<file path="src/rtl/cpu_pkg.sv">
// Shared load-path types: RISC-V load funct3 codes, load-unit FSM states and size helpers.
// Pure declarations; no timing or flow control lives here.
package cpu_pkg;

  localparam int WORD_BYTES = 4;

  typedef enum logic [2:0] {
    LB  = 3'b000,
    LH  = 3'b001,
    LW  = 3'b010,
    LBU = 3'b100,
    LHU = 3'b101
  } load_funct3_e;

  typedef enum logic [2:0] {
    IDLE,
    REQ0,
    WAIT0,
    REQ1,
    WAIT1,
    RESP
  } lau_state_e;

  function automatic logic funct3_legal(input logic [2:0] f);
    case (f)
      LB, LH, LW, LBU, LHU: return 1'b1;
      default:              return 1'b0;
    endcase
  endfunction

  // Low two funct3 bits encode the access size for every legal load.
  function automatic logic [2:0] load_size(input logic [2:0] f);
    case (f[1:0])
      2'b00:   return 3'd1;
      2'b01:   return 3'd2;
      default: return 3'd4;
    endcase
  endfunction

  function automatic logic crosses_word(input logic [1:0] off, input logic [2:0] size);
    return ({1'b0, off} + size) > 3'(WORD_BYTES);
  endfunction

endpackage

</file>
<file path="src/rtl/load_lane_merge.sv">
// Combinational byte-lane merge of two little-endian words plus sign/zero extension.
// Zero latency; no flow control.
module load_lane_merge
  import cpu_pkg::*;
(
  input  logic [31:0] lo,
  input  logic [31:0] hi,
  input  logic [1:0]  off,
  input  logic [2:0]  funct3,
  output logic [31:0] data
);

  logic [63:0] shifted;
  logic        unused_upper;

  assign shifted      = {hi, lo} >> {off, 3'b000};
  assign unused_upper = ^shifted[63:32];

  always_comb begin
    data = '0;
    case (funct3)
      LB:      data = {{24{shifted[7]}}, shifted[7:0]};
      LH:      data = {{16{shifted[15]}}, shifted[15:0]};
      LW:      data = shifted[31:0];
      LBU:     data = {24'b0, shifted[7:0]};
      LHU:     data = {16'b0, shifted[15:0]};
      default: data = '0;
    endcase
  end

endmodule

</file>
<file path="src/rtl/load_align_unit.sv">
// Load stage: one or two word reads, lane merge, extension. Latency 3 (aligned), 5 (split), 1 (illegal).
// One request in flight; stalls in REQx on mem_req_ready and in RESP on rsp_ready.
module load_align_unit
  import cpu_pkg::*;
#(
  parameter int ADDR_W = 32
) (
  input  logic              clk,
  input  logic              rst_n,
  input  logic              req_valid,
  output logic              req_ready,
  input  logic [ADDR_W-1:0] req_addr,
  input  logic [2:0]        req_funct3,
  output logic              mem_req_valid,
  input  logic              mem_req_ready,
  output logic [ADDR_W-1:0] mem_addr,
  input  logic              mem_rsp_valid,
  input  logic [31:0]       mem_rsp_data,
  output logic              rsp_valid,
  input  logic              rsp_ready,
  output logic [31:0]       rsp_data,
  output logic              rsp_err
);

  lau_state_e        state_q, state_d;
  logic [ADDR_W-1:0] addr_q;
  logic [ADDR_W-1:0] word_base;
  logic [2:0]        funct3_q;
  logic              split_q;
  logic [31:0]       lo_q, hi_q;
  logic [31:0]       lo_in, hi_in;
  logic [31:0]       merged;

  // Merge straight from the bus on the final response beat so the result lands on RESP entry.
  assign lo_in = (state_q == WAIT0) ? mem_rsp_data : lo_q;
  assign hi_in = (state_q == WAIT1) ? mem_rsp_data : hi_q;

  load_lane_merge u_merge (
    .lo     (lo_in),
    .hi     (hi_in),
    .off    (addr_q[1:0]),
    .funct3 (funct3_q),
    .data   (merged)
  );

  assign word_base = {addr_q[ADDR_W-1:2], 2'b00};

  always_comb begin
    state_d       = state_q;
    req_ready     = (state_q == IDLE);
    mem_req_valid = (state_q == REQ0) || (state_q == REQ1);
    rsp_valid     = (state_q == RESP);
    mem_addr      = (state_q == REQ1) ? word_base + ADDR_W'(WORD_BYTES) : word_base;
    case (state_q)
      IDLE:  if (req_valid) state_d = funct3_legal(req_funct3) ? REQ0 : RESP;
      REQ0:  if (mem_req_ready) state_d = WAIT0;
      WAIT0: if (mem_rsp_valid) state_d = split_q ? REQ1 : RESP;
      REQ1:  if (mem_req_ready) state_d = WAIT1;
      WAIT1: if (mem_rsp_valid) state_d = RESP;
      RESP:  if (rsp_ready) state_d = IDLE;
      default: state_d = IDLE;
    endcase
  end

  always_ff @(posedge clk or negedge rst_n) begin
    if (!rst_n) begin
      state_q  <= IDLE;
      addr_q   <= '0;
      funct3_q <= '0;
      split_q  <= 1'b0;
      lo_q     <= '0;
      hi_q     <= '0;
      rsp_data <= '0;
      rsp_err  <= 1'b0;
    end else begin
      state_q <= state_d;
      case (state_q)
        IDLE: begin
          if (req_valid) begin
            addr_q   <= req_addr;
            funct3_q <= req_funct3;
            split_q  <= crosses_word(req_addr[1:0], load_size(req_funct3));
            if (!funct3_legal(req_funct3)) begin
              rsp_data <= '0;
              rsp_err  <= 1'b1;
            end
          end
        end
        WAIT0: begin
          if (mem_rsp_valid) begin
            lo_q <= mem_rsp_data;
            if (!split_q) begin
              rsp_data <= merged;
              rsp_err  <= 1'b0;
            end
          end
        end
        WAIT1: begin
          if (mem_rsp_valid) begin
            hi_q     <= mem_rsp_data;
            rsp_data <= merged;
            rsp_err  <= 1'b0;
          end
        end
        default: ;
      endcase
    end
  end

endmodule

</file>
<file path="config.mk">
export PLATFORM = sky130hd
export DESIGN_NAME = load_align_unit
export DESIGN_NICKNAME = d
export VERILOG_FILES = /design/src/rtl/cpu_pkg.sv /design/src/rtl/load_lane_merge.sv /design/src/rtl/load_align_unit.sv
export SDC_FILE = /design/constraint.sdc
export NUM_CORES = 1
export LEC_CHECK = 0
export ABC_CLOCK_PERIOD_IN_PS = 5000
export CAP_MARGIN = 5
export CORE_MARGIN = 1
export CORE_UTILIZATION = 50
export CTS_CLUSTER_DIAMETER = 40
export DETAILED_ROUTE_END_ITERATION = 7
export PLACE_DENSITY = 0.89
export SYNTH_ARGS = -nofsm -noshare
export SYNTH_HDL_FRONTEND = slang
export SYNTH_SLANG_ARGS = --single-unit
</file>
<file path="constraint.sdc">
create_clock -name clk -period 5 [get_ports clk]
set_clock_uncertainty 0.05 [all_clocks]
set_input_delay 0.5 -clock clk [delete_from_list [all_inputs] [get_ports clk]]
set_output_delay 0.5 -clock clk [all_outputs]
set_load 0.005 [all_outputs]
</file>
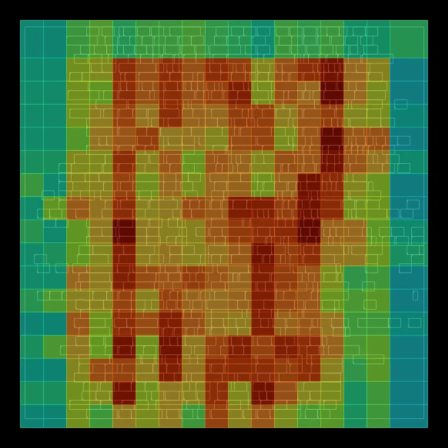
final_congestion.png
Final Core Density: 66.67%
WL/cell: 20.80 um
Top Usage Layer GRT: met2

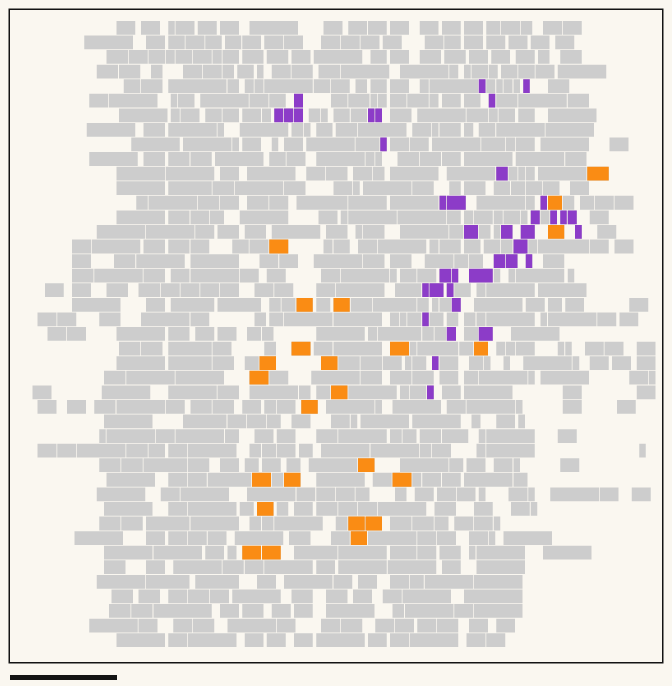
gate_families.png
Scale bar: 20 um.
- AND-OR and OR-AND gates: orange (cells 24; most used a221o_1)
- NOR gates: purple (cells 38; most used nor2_1)
Comb/total area: 40.58%
non-filler cells, final: 925
most common logic cell in the routed design: clkdlybuf4s50_1

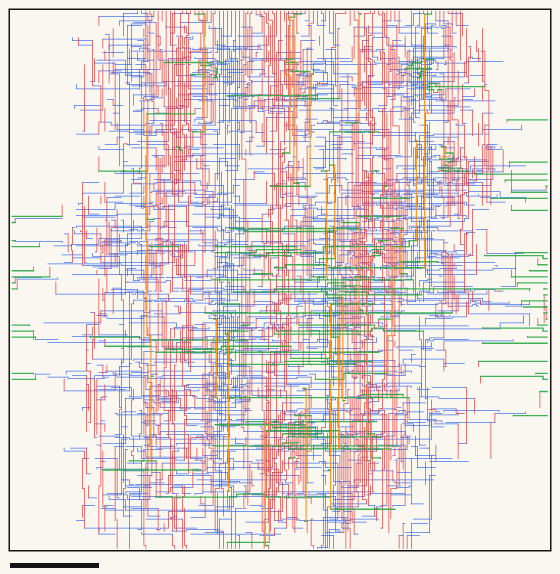
metal_stack.png
Scale bar: 20 um.
- met4: orange (wire length 721 um)
- met1: blue (wire length 7660 um)
- met3: green (wire length 1520 um)
- met2: red (wire length 9350 um)
WL final: 19240 um
GRT Total Usage: 27.24%

==> results.cfg <==
; yosys + openroad results
[floorplanning]
dieArea_sq_um = 14800
ios = 141
core_sq_um = 13930

[yosys]
synthCells = 604
postSynth.topFlopCell = dfrtp_1
async_flop_share_pct = 100.0
avgSynthCellArea_sq_um = 11.85
synth.distinct_cells = 54
yosys_cells = 604
ys_ff = 128
ys_chip_area_sq_um = 7157
yosysWarnings = 0

[critical_path]
worstSetupPathType = flop to output pin
r2r-start = state_q[2]$_DFFE_PN0P_
cp_data_arrival_time_ps = 3310
slowest_stage = dfrtp_1
worstSetupEndpoint = mem_addr[27]
start_kind = flop
cp.required_ps = 4450
critPathMaxFanout = 19

[drt]
drt_iter0_markers = 558
firstDrtPassIters = 5

[final_layout]
nFillCells = 930
drive_gt1_share_pct = 23.25
area.combinational_sq_um = 3770

[clock_network]
clock-sinks = 128
insertion_delay_ps = 430
clkTransAtPathRegs_ps = 60
cts-root-buf = clkbuf_16
hold_buffers = 0

[timing]
finalCritPeriodShare_pct = 77.28
setup_tns_ps = 0
fmax_mhz = 258.8
hold_viol_final = 0
tightest_slew_ps = 1136

[pwr]
leakagePower_nw = 4.047
peakVddDrop_uv = 311.0

[placement]
place_congestion = 0.8520
port_buffers = 138
pre_cts_slack_ps = 1736

[status]
status = finished, final reports clean

[grt]
met2_usage_pct = 42.40
grt_pass1_vias = 5721
grt_pass1_wl_um = 30470

[worst_hold_path]
holdCritPathClass = primary input to async pin
metal layers:
metal	vias to the layer above	wire [um]
met5	-	0
li1	2496	-
met1	2868	7658
met2	263	9345
met3	67	1515
met4	0	720
cells in the mapped netlist (all sizes together), types with 7 or more instances:
library cell	count	area, sq um
a221o	7	70.07
a22oi	16	120.1
and3	17	106.4
buf	25	136.4
clkbuf	16	60.06
dfrtp	128	3203
inv	7	26.28
mux2	93	1047
mux2i	71	710.7
mux4	14	315.3
nand2	39	146.4
nand3	27	185.2
nand4	8	50.05
nor2	19	71.32
nor3	9	45.04
o21ai	10	50.05
xnor2	24	210.2
cell type report:
cell class | count | share of cell area, %
multi-input combinational | 429 | 40.58
sequential | 128 | 34.49
clock buffer | 22 | 5.104
clock inverter | 10 | 1.441
tap | 180 | 2.424
inverter | 7 | 0.2828
antenna | 1 | 0.02694
timing repair buffer | 148 | 15.65
logic make-up (layout without fill, tap and decap cells):
group,count (synthesis),after routing,synth area share (%)
other,1,3,0.05240
AOI/OAI and AO/OA,70,70,7.675
buffers and inverters,48,187,3.112
xor gates and xnor gates,30,30,3.671
muxes,178,178,28.97
and+or+nand+nor,146,146,11.14
adders and majority gates,3,3,0.6293
DFF,128,128,44.76
worst min path at each step:
stage	endpoint	slack (ps)	cells after the start
3_3_place_gp	rsp_err$_DFFE_PN0P_	430	2
6_report	addr_q[15]$_DFFE_PN0P_	180	1
3_5_place_dp	rsp_err$_DFFE_PN0P_	440	2
5_1_grt	addr_q[15]$_DFFE_PN0P_	270	1
4_1_cts	addr_q[11]$_DFFE_PN0P_	240	1
2_1_floorplan	addr_q[0]$_DFFE_PN0P_	150	0
worst max-delay path, delay by kind of cell (launching register included):
kind                      cells  cell delay [ps]
buffers and inverters         1              530
DFF                           1              690
and+or+nand+nor               4             1460
xor gates and xnor gates      1              200
registers in the layout, indices dropped and copies added (netlist names):
signal and cells:
addr_q 32, funct3_q 3, hi_q 24, lo_q 32
rsp_data 32, rsp_err 1, split_q 1, state_q 3
power groups by stage:
stage	registers (mW)	clock network [mW]	logic, mW
floorplan	1.75	0	1.70
global route	2.06	1.32	2.59
finish	1.99	1.27	2.41
detailed placement	1.98	0	2.36
CTS	1.97	1.28	2.40
global placement	1.93	0	2.27
No activity file was given, so power comes from the tool's default toggle rates.
